[src/rtl/branch_predictor_bht_pkg.sv]
// Shared types for the bimodal branch history table: counter encoding, FSM
// states, the reset counter value and the saturating counter step.
package branch_pkg;

    typedef enum logic [1:0] {
        STRONG_NT = 2'b00,
        WEAK_NT   = 2'b01,
        WEAK_T    = 2'b10,
        STRONG_T  = 2'b11
    } bht_ctr_t;

    typedef enum logic {
        BHT_INIT = 1'b0,
        BHT_RUN  = 1'b1
    } bht_state_t;

    localparam bht_ctr_t BHT_RESET_CTR = WEAK_NT;

    // Saturating step: taken climbs toward STRONG_T, not-taken falls toward STRONG_NT.
    function automatic bht_ctr_t bht_next(input bht_ctr_t ctr, input logic taken);
        bht_ctr_t result;
        result = ctr;
        case (ctr)
            STRONG_NT: result = taken ? WEAK_NT  : STRONG_NT;
            WEAK_NT:   result = taken ? WEAK_T   : STRONG_NT;
            WEAK_T:    result = taken ? STRONG_T : WEAK_NT;
            STRONG_T:  result = taken ? STRONG_T : WEAK_T;
            default:   result = BHT_RESET_CTR;
        endcase
        return result;
    endfunction

endpackage

[src/rtl/branch_predictor_bht_sat_counter_2b.sv]
// Combinational next-state of a single 2-bit saturating predictor counter.
module sat_counter_2b
    import branch_pkg::*;
(
    input  bht_ctr_t i_ctr,
    input  logic     i_taken,
    output bht_ctr_t o_next
);

    assign o_next = bht_next(i_ctr, i_taken);

endmodule

[src/rtl/branch_predictor_bht.sv]
// Bimodal BHT of 2-bit saturating counters with a self-clearing init sweep.
// Optional gshare indexing is enabled by defining BHT_GSHARE_EN.
module branch_predictor_bht
    import branch_pkg::*;
#(
    parameter int XLEN       = 32,
    parameter int INDEX_BITS = 6,
    parameter int HIST_BITS  = 6
) (
    input  logic            clk,
    input  logic            reset,
    input  logic            predict_valid,
    input  logic [XLEN-1:0] predict_pc,
    output logic            predict_taken,
    output logic            ready,
    input  logic            update_valid,
    input  logic [XLEN-1:0] update_pc,
    input  logic            update_taken,
    input  logic            update_mispredicted,
    output logic [31:0]     mispredict_count
);

    localparam int ENTRIES = 1 << INDEX_BITS;

    bht_ctr_t              r_table [ENTRIES];
    bht_state_t            r_state;
    bht_state_t            w_nextState;
    logic [INDEX_BITS-1:0] r_initPtr;
    logic [31:0]           r_mispredictCount;

    logic [INDEX_BITS-1:0] w_predIdx;
    logic [INDEX_BITS-1:0] w_updIdx;
    logic [INDEX_BITS-1:0] w_ghrExt;
    bht_ctr_t              w_updCur;
    bht_ctr_t              w_updNext;
    logic                  w_run;
    logic                  w_updEn;
    logic                  w_wrEn;
    logic [INDEX_BITS-1:0] w_wrIdx;
    bht_ctr_t              w_wrData;
    logic                  w_unusedPcBits;

    assign w_run   = (r_state == BHT_RUN);
    assign w_updEn = w_run && update_valid;

`ifdef BHT_GSHARE_EN
    logic [HIST_BITS-1:0] r_ghr;

    always_ff @(posedge clk) begin
        if (reset) begin
            r_ghr <= '0;
        end else if (w_updEn) begin
            r_ghr <= {r_ghr[HIST_BITS-2:0], update_taken};
        end
    end

    always_comb begin
        w_ghrExt                = '0;
        w_ghrExt[HIST_BITS-1:0] = r_ghr;
    end
`else
    assign w_ghrExt = '0;
`endif

    assign w_predIdx = predict_pc[INDEX_BITS+1:2] ^ w_ghrExt;
    assign w_updIdx  = update_pc[INDEX_BITS+1:2] ^ w_ghrExt;

    assign w_unusedPcBits = ^{predict_pc[XLEN-1:INDEX_BITS+2], predict_pc[1:0],
                              update_pc[XLEN-1:INDEX_BITS+2], update_pc[1:0]};

    assign w_updCur = r_table[w_updIdx];

    sat_counter_2b u_satCounter (
        .i_ctr   (w_updCur),
        .i_taken (update_taken),
        .o_next  (w_updNext)
    );

    always_ff @(posedge clk) begin
        if (reset) begin
            r_state <= BHT_INIT;
        end else begin
            r_state <= w_nextState;
        end
    end

    always_comb begin
        w_nextState = r_state;
        case (r_state)
            BHT_INIT: if (r_initPtr == INDEX_BITS'(ENTRIES - 1)) w_nextState = BHT_RUN;
            BHT_RUN:  w_nextState = BHT_RUN;
            default:  w_nextState = BHT_INIT;
        endcase
    end

    always_ff @(posedge clk) begin
        if (reset) begin
            r_initPtr <= '0;
        end else if (r_state == BHT_INIT) begin
            r_initPtr <= r_initPtr + 1'b1;
        end
    end

    // Single write port: the init sweep owns it in INIT, the resolved branch in RUN.
    always_comb begin
        w_wrEn   = 1'b0;
        w_wrIdx  = w_updIdx;
        w_wrData = w_updNext;
        if (!reset) begin
            if (r_state == BHT_INIT) begin
                w_wrEn   = 1'b1;
                w_wrIdx  = r_initPtr;
                w_wrData = BHT_RESET_CTR;
            end else begin
                w_wrEn = update_valid;
            end
        end
    end

    always_ff @(posedge clk) begin
        if (w_wrEn) begin
            r_table[w_wrIdx] <= w_wrData;
        end
    end

    always_ff @(posedge clk) begin
        if (reset) begin
            r_mispredictCount <= '0;
        end else if (w_updEn && update_mispredicted && (r_mispredictCount != 32'hFFFF_FFFF)) begin
            r_mispredictCount <= r_mispredictCount + 32'd1;
        end
    end

    // Read-before-write: the prediction sees the table contents prior to this cycle's update.
    assign predict_taken    = w_run && predict_valid && r_table[w_predIdx][1];
    assign ready            = w_run;
    assign mispredict_count = r_mispredictCount;

endmodule

[config.mk]
export PLATFORM = sky130hd
export DESIGN_NAME = branch_predictor_bht
export DESIGN_NICKNAME = d
export VERILOG_FILES = /design/src/rtl/branch_predictor_bht_pkg.sv /design/src/rtl/branch_predictor_bht_sat_counter_2b.sv /design/src/rtl/branch_predictor_bht.sv
export SDC_FILE = /design/constraint.sdc
export NUM_CORES = 1
export LEC_CHECK = 0
export ABC_AREA = 1
export CAP_MARGIN = 20
export CORE_MARGIN = 2
export CORE_UTILIZATION = 30
export CTS_CLUSTER_DIAMETER = 30
export CTS_CLUSTER_SIZE = 24
export DETAILED_ROUTE_END_ITERATION = 8
export DONT_BUFFER_PORTS = 1
export PLACE_DENSITY_LB_ADDON = 0.2
export SYNTH_ARGS = -nofsm -noshare
export SYNTH_HDL_FRONTEND = slang
export SYNTH_SLANG_ARGS = --single-unit
[constraint.sdc]
create_clock -name clk -period 4.14 [get_ports clk]
set_input_delay 0.828 -clock clk [delete_from_list [all_inputs] [get_ports clk]]
set_output_delay 0.828 -clock clk [all_outputs]
set_load 0.01 [all_outputs]
==> run notes, run 1 <==
Flow results are below.

- The highest clock rate this design can be run at is 305 MHz.
- The highest-delay cell along the critical path is sky130_fd_sc_hd__inv_1, for reference.
- The clock skew after layout is 0.0134 ns, for reference.
- In the Yosys report the total cell count is 1003.
- Per the detail_route report, the via count comes to 6872.
- For the worst reg-to-reg path, the startpoint reported by OpenROAD is mispredict_count[1].
- The number of antenna violations at the first check in global routing is 0.
- The endpoint identified for the worst register-to-register timing path is mispredict_count[6].
- Looking at the clock tree report, the maximum root-to-sink buffer count equals 2.
- In this run the vertical extent of the chip is 172 um.
- The die is 172 um wide.
- The placement row count is 61, for reference.
- The netlist area before placement is 8510 um^2, for reference.
- The number of top-level pins is 104, for reference.
- The number of buffers created by CTS is 17, for reference.
- The fraction of registers with async set/reset is 0%, for reference.
- Gates resized during post-CTS repair numbered 0.
- The total routed wirelength is 25400 um, for reference.
- The startpoint identified for the worst hold timing path is reset.
- The report lists the power per cell area as 387 nW/um^2.
- The final antenna-violating net count is 0, for reference.
- The capturing instance or port of the critical path is predict_taken, for reference.
- The area of the synthesized netlist per yosys stat is 8510 um^2, for reference.
- The core utilization before placement is 30.5%, for reference.
- The kind of cell with the highest combined delay along the critical path is AND-OR/OR-AND gates.
- The flow ran to the end, and the final reports show no timing, DRC or antenna violations.
- In this run the worst path has a maximum fanout of 18.
- The placed instances occupy a cell area of 8830 um^2.
- Synthesis produced 1003 cells.
- The kind of capture point of the worst setup path is an output port, for reference.
- The clock transition at the registers of the reported paths is 0.06 ns, for reference.
- The worst hold path class is in2reg, for reference.
- The clock tree has to reach 167 sinks.
- The final core utilization is 33.6%, for reference.
- Per STA, the highest per-stage delay on the worst path measures 0.52 ns.
- As reported, the later end of the worst-skew pair has a clock insertion delay of 0.44 ns.
- The routed design shows a wire length per standard cell of 18.4 um.
- The synthesis report lists the Yosys warning total as 0.
- The signed area change from the synthesized netlist to the final layout is 10.2%, for reference.
- The maximum level of the CTS H-tree is 4, for reference.
- In this run, post-CTS hold repair placed 0 buffers.
- The highest metal layer with signal wires is met4, for reference.
- The first global-routing pass estimated 39000 um of wire.
- The design draws 3.62 mW.
- Across the whole layout, storage elements account for 4620 um^2.
- The combined global-route utilization of all metal layers is 17.7%, for reference.
- The met2 routed wirelength is 11900 um, for reference.
- The number of flops mapped to enable cells by yosys is 128, for reference.
- The total core area is 27900 um^2, for reference.
- The final layout report lists a filler cell count of 2901.
- The final total negative setup slack is 0 ns, for reference.
- The synthesized design contains 167 register bits.
- After layout, the worst path uses 79.2% of the clock period.
- The worst hold margin is 0.455 ns, for reference.
- Data on the critical path arrives at its endpoint at 2.45 ns.
- At the pin with the least slew margin, the transition time is 0.766 ns.
- Per the final report, max-transition violations number 0.
- The total number of nets in the final design is 1059, for reference.
- The post-DP HPWL is 16100 um, for reference.
- Yosys instantiated no cell more often than sky130_fd_sc_hd__nand2_1.
- Input and output buffers added on the ports amount to 0.
- Per Yosys stat, the portion of area used by sequential elements is 54.4%.
- Across all register-to-register paths, the minimum setup slack is 1.66 ns.
- The number of maximum-capacitance violations recorded for the run is 0.
- Entering global routing, the biggest net connects 66 pins.
- The number of cells on the worst reg-to-reg path is 11, for reference.
- The number of global-route vias before repair is 6605, for reference.
- The worst path setup slack after routing is 0.862 ns, for reference.
run 1: worst reg2reg max path, delay by kind of cell, from the launching register on:
family          cells  cell delay (ns)
buf+inv             2             0.31
simple gates        6             1.04
flops               1             0.47
fa+ha+maj           1             0.37
compound gates      2             0.18
run 1: cell families after synthesis:
kind of cell	Yosys count	share of synthesized area (%)
AND-OR/OR-AND	95	6.34
XOR/XNOR	20	2.06
adder cells (fa/ha/maj)	2	0.294
buffers and inverters	90	4.90
flip-flops	167	54.4
AND/OR/NAND/NOR	629	32.0
run 1: cell usage in the layout (no fill, tap or decap), types with 8 or more instances in the layout:
cell type	n
sky130_fd_sc_hd__nor2_1	134
sky130_fd_sc_hd__nand4_2	8
sky130_fd_sc_hd__buf_4	9
sky130_fd_sc_hd__nand4_1	11
sky130_fd_sc_hd__a21oi_1	39
sky130_fd_sc_hd__o21ai_0	34
sky130_fd_sc_hd__nand3_1	136
sky130_fd_sc_hd__nor3_1	18
sky130_fd_sc_hd__inv_1	43
sky130_fd_sc_hd__xor2_1	13
sky130_fd_sc_hd__edfxtp_1	128
sky130_fd_sc_hd__nand2_1	300
sky130_fd_sc_hd__clkbuf_16	17
sky130_fd_sc_hd__dfxtp_1	39
run 1: final cells by class:
class                   instances  area share, %
clock buffers                  20           4.66
clock inverters                12           1.11
inverters                      45           1.83
multi-input cells             746           37.1
flip-flops and latches        167           49.3
well taps                     378           5.05
repair buffers                 10          0.935
run 1: power breakdown:
group,switching (mW),internal [mW],total (mW)
Clock,0.685,0.825,1.51
Combinational,0.200,0.0724,0.273
Sequential,0.00609,1.84,1.84
Total,0.891,2.73,3.62
run 1: sequential cells by signal, summed over array words and instances (netlist names):
signal,flops
mispredict_count,32
r_initPtr,6
ready,1
r_table,128
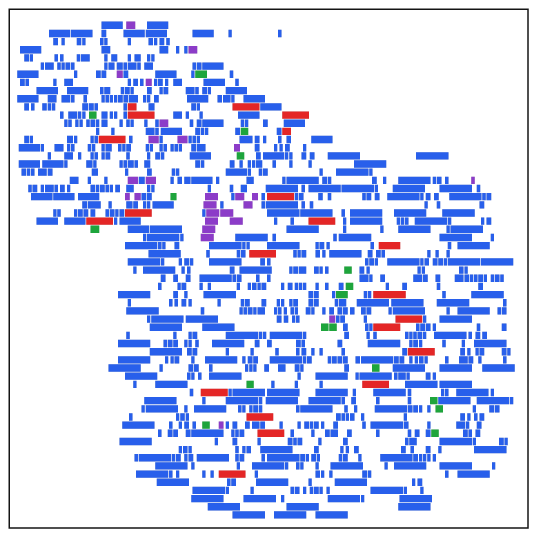
(run_1/drive_strength.png)
(3 px per um)
legend:
  drive 2:
    colour: purple
    cells: 26
    share: 2.6%
    most_used: nand4_2
  drive 3 to 4:
    colour: green
    cells: 17
    share: 1.7%
    most_used: buf_4
  drive 6 and up:
    colour: red
    cells: 21
    share: 2.1%
    most_used: clkbuf_16
  drive 1 or less:
    colour: blue
    cells: 936
    share: 94%
    most_used: nand2_1

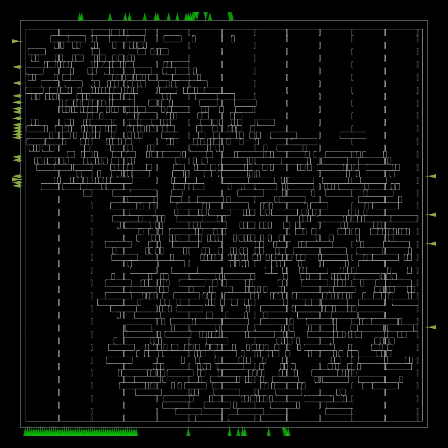
(run_1/final_placement.png)
final standard cell count with taps included and fillers excluded: 1378
Tapcell Cnt: 378

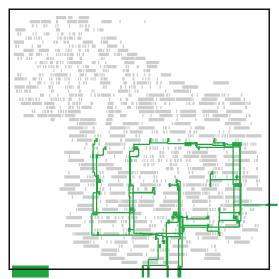
(run_1/port_nets.png)
(1.5 px per um)
legend:
  predict_pc:
    colour: green
    bits: 32
    direction: input
    edge: 31 bottom, 1 right
    end_cells: 55
    buffers: 0
    wire: 1180 um

==> run_1/pins.png <==
(3 px per um) Pins as bars across the die edge, other pins in grey.
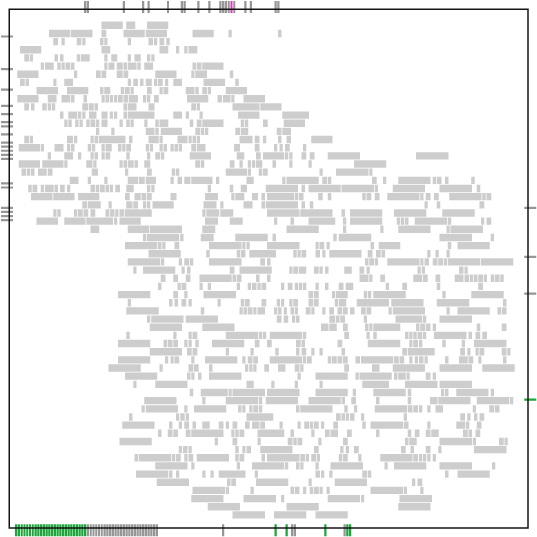

## Run 2: what changed since run 1
==> constraint.sdc (replaced) <==
create_clock -name clk -period 3.34 [get_ports clk]
set_input_delay 0.668 -clock clk [delete_from_list [all_inputs] [get_ports clk]]
set_output_delay 0.668 -clock clk [all_outputs]
set_load 0.01 [all_outputs]
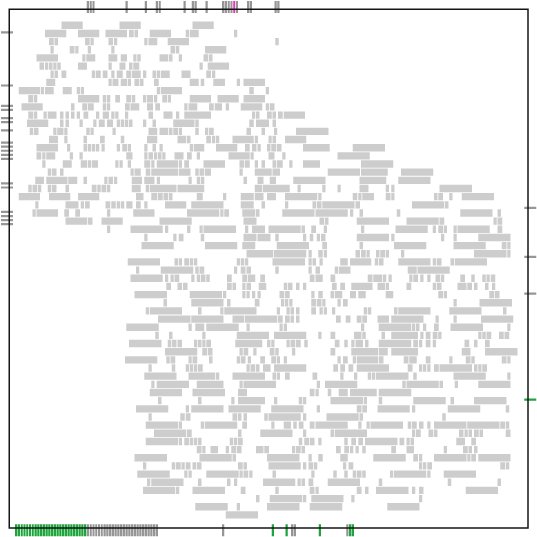
(run_2/pins.png)
(3 px per um) Pins as bars across the die edge, other pins in grey.
legend:
  update_mispredicted:
    colour: magenta
    pins: 1
    direction: input
    edge: top
  predict_pc:
    colour: green
    pins: 32
    direction: input
    edge: 31 bottom, 1 right
height of the die: 172 um
horizontal extent of the die: 172 um
quantity of I/O buffers inserted on ports: 0

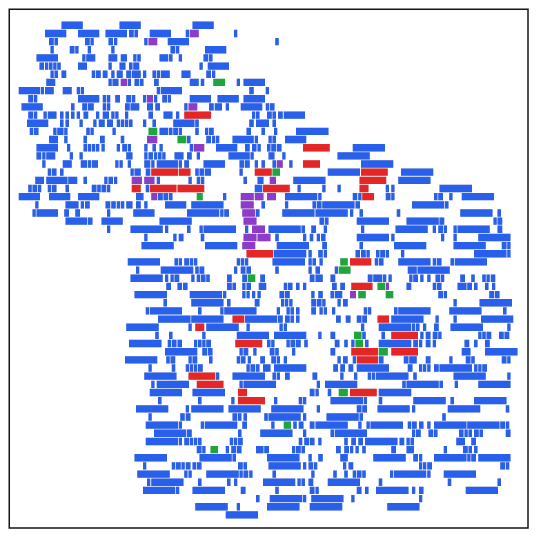
(run_2/drive_strength.png)
(3 px per um)
legend:
  drive 6 and up:
    colour: red
    cells: 30
    share: 3.0%
    most_used: clkbuf_16
  drive 1 or less:
    colour: blue
    cells: 932
    share: 93%
    most_used: nand2_1
  drive 3 to 4:
    colour: green
    cells: 17
    share: 1.7%
    most_used: buf_4
  drive 2:
    colour: purple
    cells: 24
    share: 2.4%
    most_used: nand4_2
final instance area: 9460 um^2
Buffers excl. clock: 13

==> run notes, run 2 <==
Flow results are below.

- The number of warning messages in the yosys log is 0 (unchanged), for reference.
- The worst hold path class is in2reg, for reference.
- The largest family of logic cells by area is simple AND/OR/NAND/NOR gates, for reference.
- The total power density per cell area came to 484 nW/um^2 (+25%).
- The endpoint identified for the worst register-to-register timing path is r_table[7][0].
- The number of standard cells in the final layout excluding fillers is 1381 (+0.22%), for reference.
- The final antenna-violating net count is 0 (unchanged), for reference.
- The post-DP HPWL came to 16200 um (+0.45%).
- The number of top-level pins is 104 (unchanged), for reference.
- The area enclosed by the die boundary is 29700 um^2, for reference.
- The flow ran to the end, and the final reports show no timing, DRC or antenna violations.
- The synthesized instance count came to 1003 (unchanged).
- The number of cells on the worst reg-to-reg path is 7 (-4), for reference.
- The fraction of registers with async set/reset is 0% (unchanged), for reference.
- Dividing the synthesized area by the synthesized cell count gives 8.48 um^2.
- The kind of capture point of the worst setup path is an output port, for reference.
- The data arrival at the endpoint of the critical path is 2.17 ns (-0.28 ns), for reference.
- The OpenROAD warning count is 78, for reference.
- The area of the synthesized netlist per yosys stat came to 8510 um^2 (unchanged).
- In the layout the commonest cells are sky130_fd_sc_hd__nand2_1 (300), sky130_fd_sc_hd__nand3_1 (136), sky130_fd_sc_hd__nor2_1 (134), sky130_fd_sc_hd__edfxtp_1 (128), sky130_fd_sc_hd__inv_1 (43).
- Per the detail_route report, DRC violations left total 0.
- The post-layout minimum cycle time is 2.84 ns, for reference.
- The worst hold margin is 0.295 ns (-0.160 ns), for reference.
- The core utilization before placement is 30.5% (unchanged).
- The post-CTS repair timing setup buffer count is 0, for reference.
- The clock skew after layout is 0.0191 ns (+0.00573 ns), for reference.
- The maximum level of the CTS H-tree is 4 (unchanged), for reference.
- The signed area change from the synthesized netlist to the final layout is 11.2%, for reference.
- The area fraction in compound gates is 6.34% (unchanged).
- The maximum fanout count along the critical path is 18 (unchanged), for reference.
- The total routed wirelength was 25400 um (about the same).
- The number of flip-flops under the largest register name was 128 (unchanged).
- The CTS sink count is 167 (unchanged).
- OpenROAD reports that the post-layout worst path occupies 85.0% of the period.
- The total number of nets in the final design is 1062 (+0.28%).
- The post-cts gate resize count was 0 (unchanged).
- The pin count of the biggest net entering global routing is 66 (unchanged), for reference.
- The placement row count was 61 (unchanged).
- The total core area is 27900 um^2 (unchanged), for reference.
- The clock tree buffer depth came to 2 (unchanged).
- Yosys attributes the largest share of cell area to sky130_fd_sc_hd__edfxtp_1 (45%), sky130_fd_sc_hd__nand2_1 (13%), sky130_fd_sc_hd__dfxtp_1 (9.2%), sky130_fd_sc_hd__nand3_1 (8.0%), sky130_fd_sc_hd__nor2_1 (6.0%).
- The number of global-route vias before repair is 6627 (+0.33%).
- The TritonCTS clock tree is built, for reference.
- The cell type with the highest aggregate area in the netlist is sky130_fd_sc_hd__edfxtp_1, for reference.
- The sequential share of the synthesized area is 54.4% (unchanged), for reference.
- The transition time of the tightest slew-check pin was 0.566 ns (-0.200 ns).
- The final hold violation count is 0, for reference.
- The headroom to the max-slew limit is 62.2%, for reference.
- Per the detail_route report, vias per standard cell equal 5.01.
- The max-slew violation total from the final report is 0 (unchanged), for reference.
- The clock latency reported for the late side of the worst-skew pair is 0.43 ns (about the same).
- The wire length per cell is 18.4 um (-0.20%), for reference.
- The top cell type by instance count after synthesis is sky130_fd_sc_hd__nand2_1, for reference.
- The distinct cell type count of the synthesized netlist is 40, for reference.
- The worst path setup slack after routing is 0.500 ns (-0.362 ns).
- The flow reports an fmax of 352 MHz.
- The worst voltage drop across the vdd grid is 0.000290 V, for reference.
- The area share of fa/ha/maj cells after synthesis was 0.294% (unchanged).
- The antenna cell count is 0, for reference.
- The post-place instance area is 8880 um^2 (+0.54%), for reference.
- Hold analysis lists the worst path endpoint as mispredict_count[31].
- The area fraction of the dominant cell type after synthesis is 45.2%, for reference.
- The post-synthesis cell count from yosys is 1003 (unchanged), for reference.
- The share of the synthesized netlist area taken by xor and xnor gates is 2.06% (unchanged), for reference.
- The combined global-route utilization of all metal layers came to 17.7% (-0.019 points).
- In this run the static leakage power is 3.29 nW.
- The register with the most flip-flops in the final layout is r_table.
- The area fraction in mux cells came to 0% (unchanged).
- The reported max-cap violation count came to 0 (unchanged).
- The flip-flop and latch count after synthesis is 167 (unchanged), for reference.
- The post-cts hold-fix buffer tally is 0 (unchanged), for reference.
- The number of flops mapped to enable cells by yosys is 128 (unchanged).
- The detailed placer reported the number of placed instances as 1349.
- The netlist area before placement is 8510 um^2 (unchanged), for reference.
- The post-synth net total is 1075, for reference.
- The root buffer cell chosen for the clock tree is sky130_fd_sc_hd__clkbuf_16.
- The final core utilization is 33.9% (+0.30 points), for reference.
- The reg-to-reg critical path startpoint is ready, for reference.
- The simple-gate share of the synthesized area is 32.0% (unchanged).
- The number of antenna violations at the first check in global routing is 0 (unchanged), for reference.
- The final total negative setup slack is 0 ns (unchanged), for reference.
- The first-pass GRT wire length is 39100 um (+0.34%).
- Looking at hold timing, the worst path starts from reset.
- The commonest cells after synthesis are sky130_fd_sc_hd__nand2_1 (301), sky130_fd_sc_hd__nand3_1 (136), sky130_fd_sc_hd__nor2_1 (135).
- The total number of vias came to 6922 (+0.73%).
- The total power consumption of the routed design was 4.58 mW (+26%).
- The highest-count logic cell in the final layout is sky130_fd_sc_hd__nand2_1, for reference.
- The number of buffers created by CTS was 17 (unchanged).
- The reg-to-reg setup timing slack is 0.82 ns (-0.84 ns).
- The clock transition at the registers of the reported paths is 0.07 ns (about the same), for reference.
-- run 2: cell type report --
cell class / instances / area, um^2
Multi-Input combinational cell: 746 / 3470
Clock buffer: 17 / 425
Inverter: 45 / 171
Clock inverter: 15 / 151
Timing Repair Buffer: 13 / 135
Tap cell: 378 / 473
Sequential cell: 167 / 4620
Fill cell: 2893 / 18400
-- run 2: metal layers --
layer / track usage (%) / vias up / part of all wire (%) / wire (um)
met3: 3.09 / 29 / 5.8 / 1480
li1: - / 3407 / - / -
met1: 23.8 / 3289 / 45 / 11400
met5: 0 / - / 0 / 0
met4: 5.26 / 0 / 1.9 / 485
met2: 29.0 / 197 / 47 / 12000
-- run 2: worst max-delay path by stage --
| stage | to | slack (ns) | start | depth (start not counted) |
|---|---|---|---|---|
| detailed placement | predict_taken | 0.50 | predict_pc[3] | 7 |
| global route | predict_taken | 0.37 | predict_pc[3] | 7 |
| CTS | predict_taken | 0.49 | predict_pc[3] | 7 |
| finish | predict_taken | 0.50 | predict_pc[3] | 7 |
| floorplan | r_table[0][1] | 0.36 | update_pc[4] | 11 |
| global placement | predict_taken | 0.51 | predict_pc[3] | 7 |
-- run 2: critical path: stages --
cell and delay, ns:
sky130_fd_sc_hd__inv_1 0.40, sky130_fd_sc_hd__o21ai_0 0.17, sky130_fd_sc_hd__o221ai_1 0.24, sky130_fd_sc_hd__nand3_1 0.15, sky130_fd_sc_hd__nand3_1 0.12, sky130_fd_sc_hd__nand3_1 0.07, sky130_fd_sc_hd__a21oi_1 0.33
-- run 2: report_power, final --
group          switching (mW)  internal, mW  leakage, nW
Combinational           0.251        0.0989         1.54
Clock                   0.947         0.997        0.284
Sequential            0.00783          2.27         1.47
Power figures rest on the tool's default switching activity, not on a simulated workload.
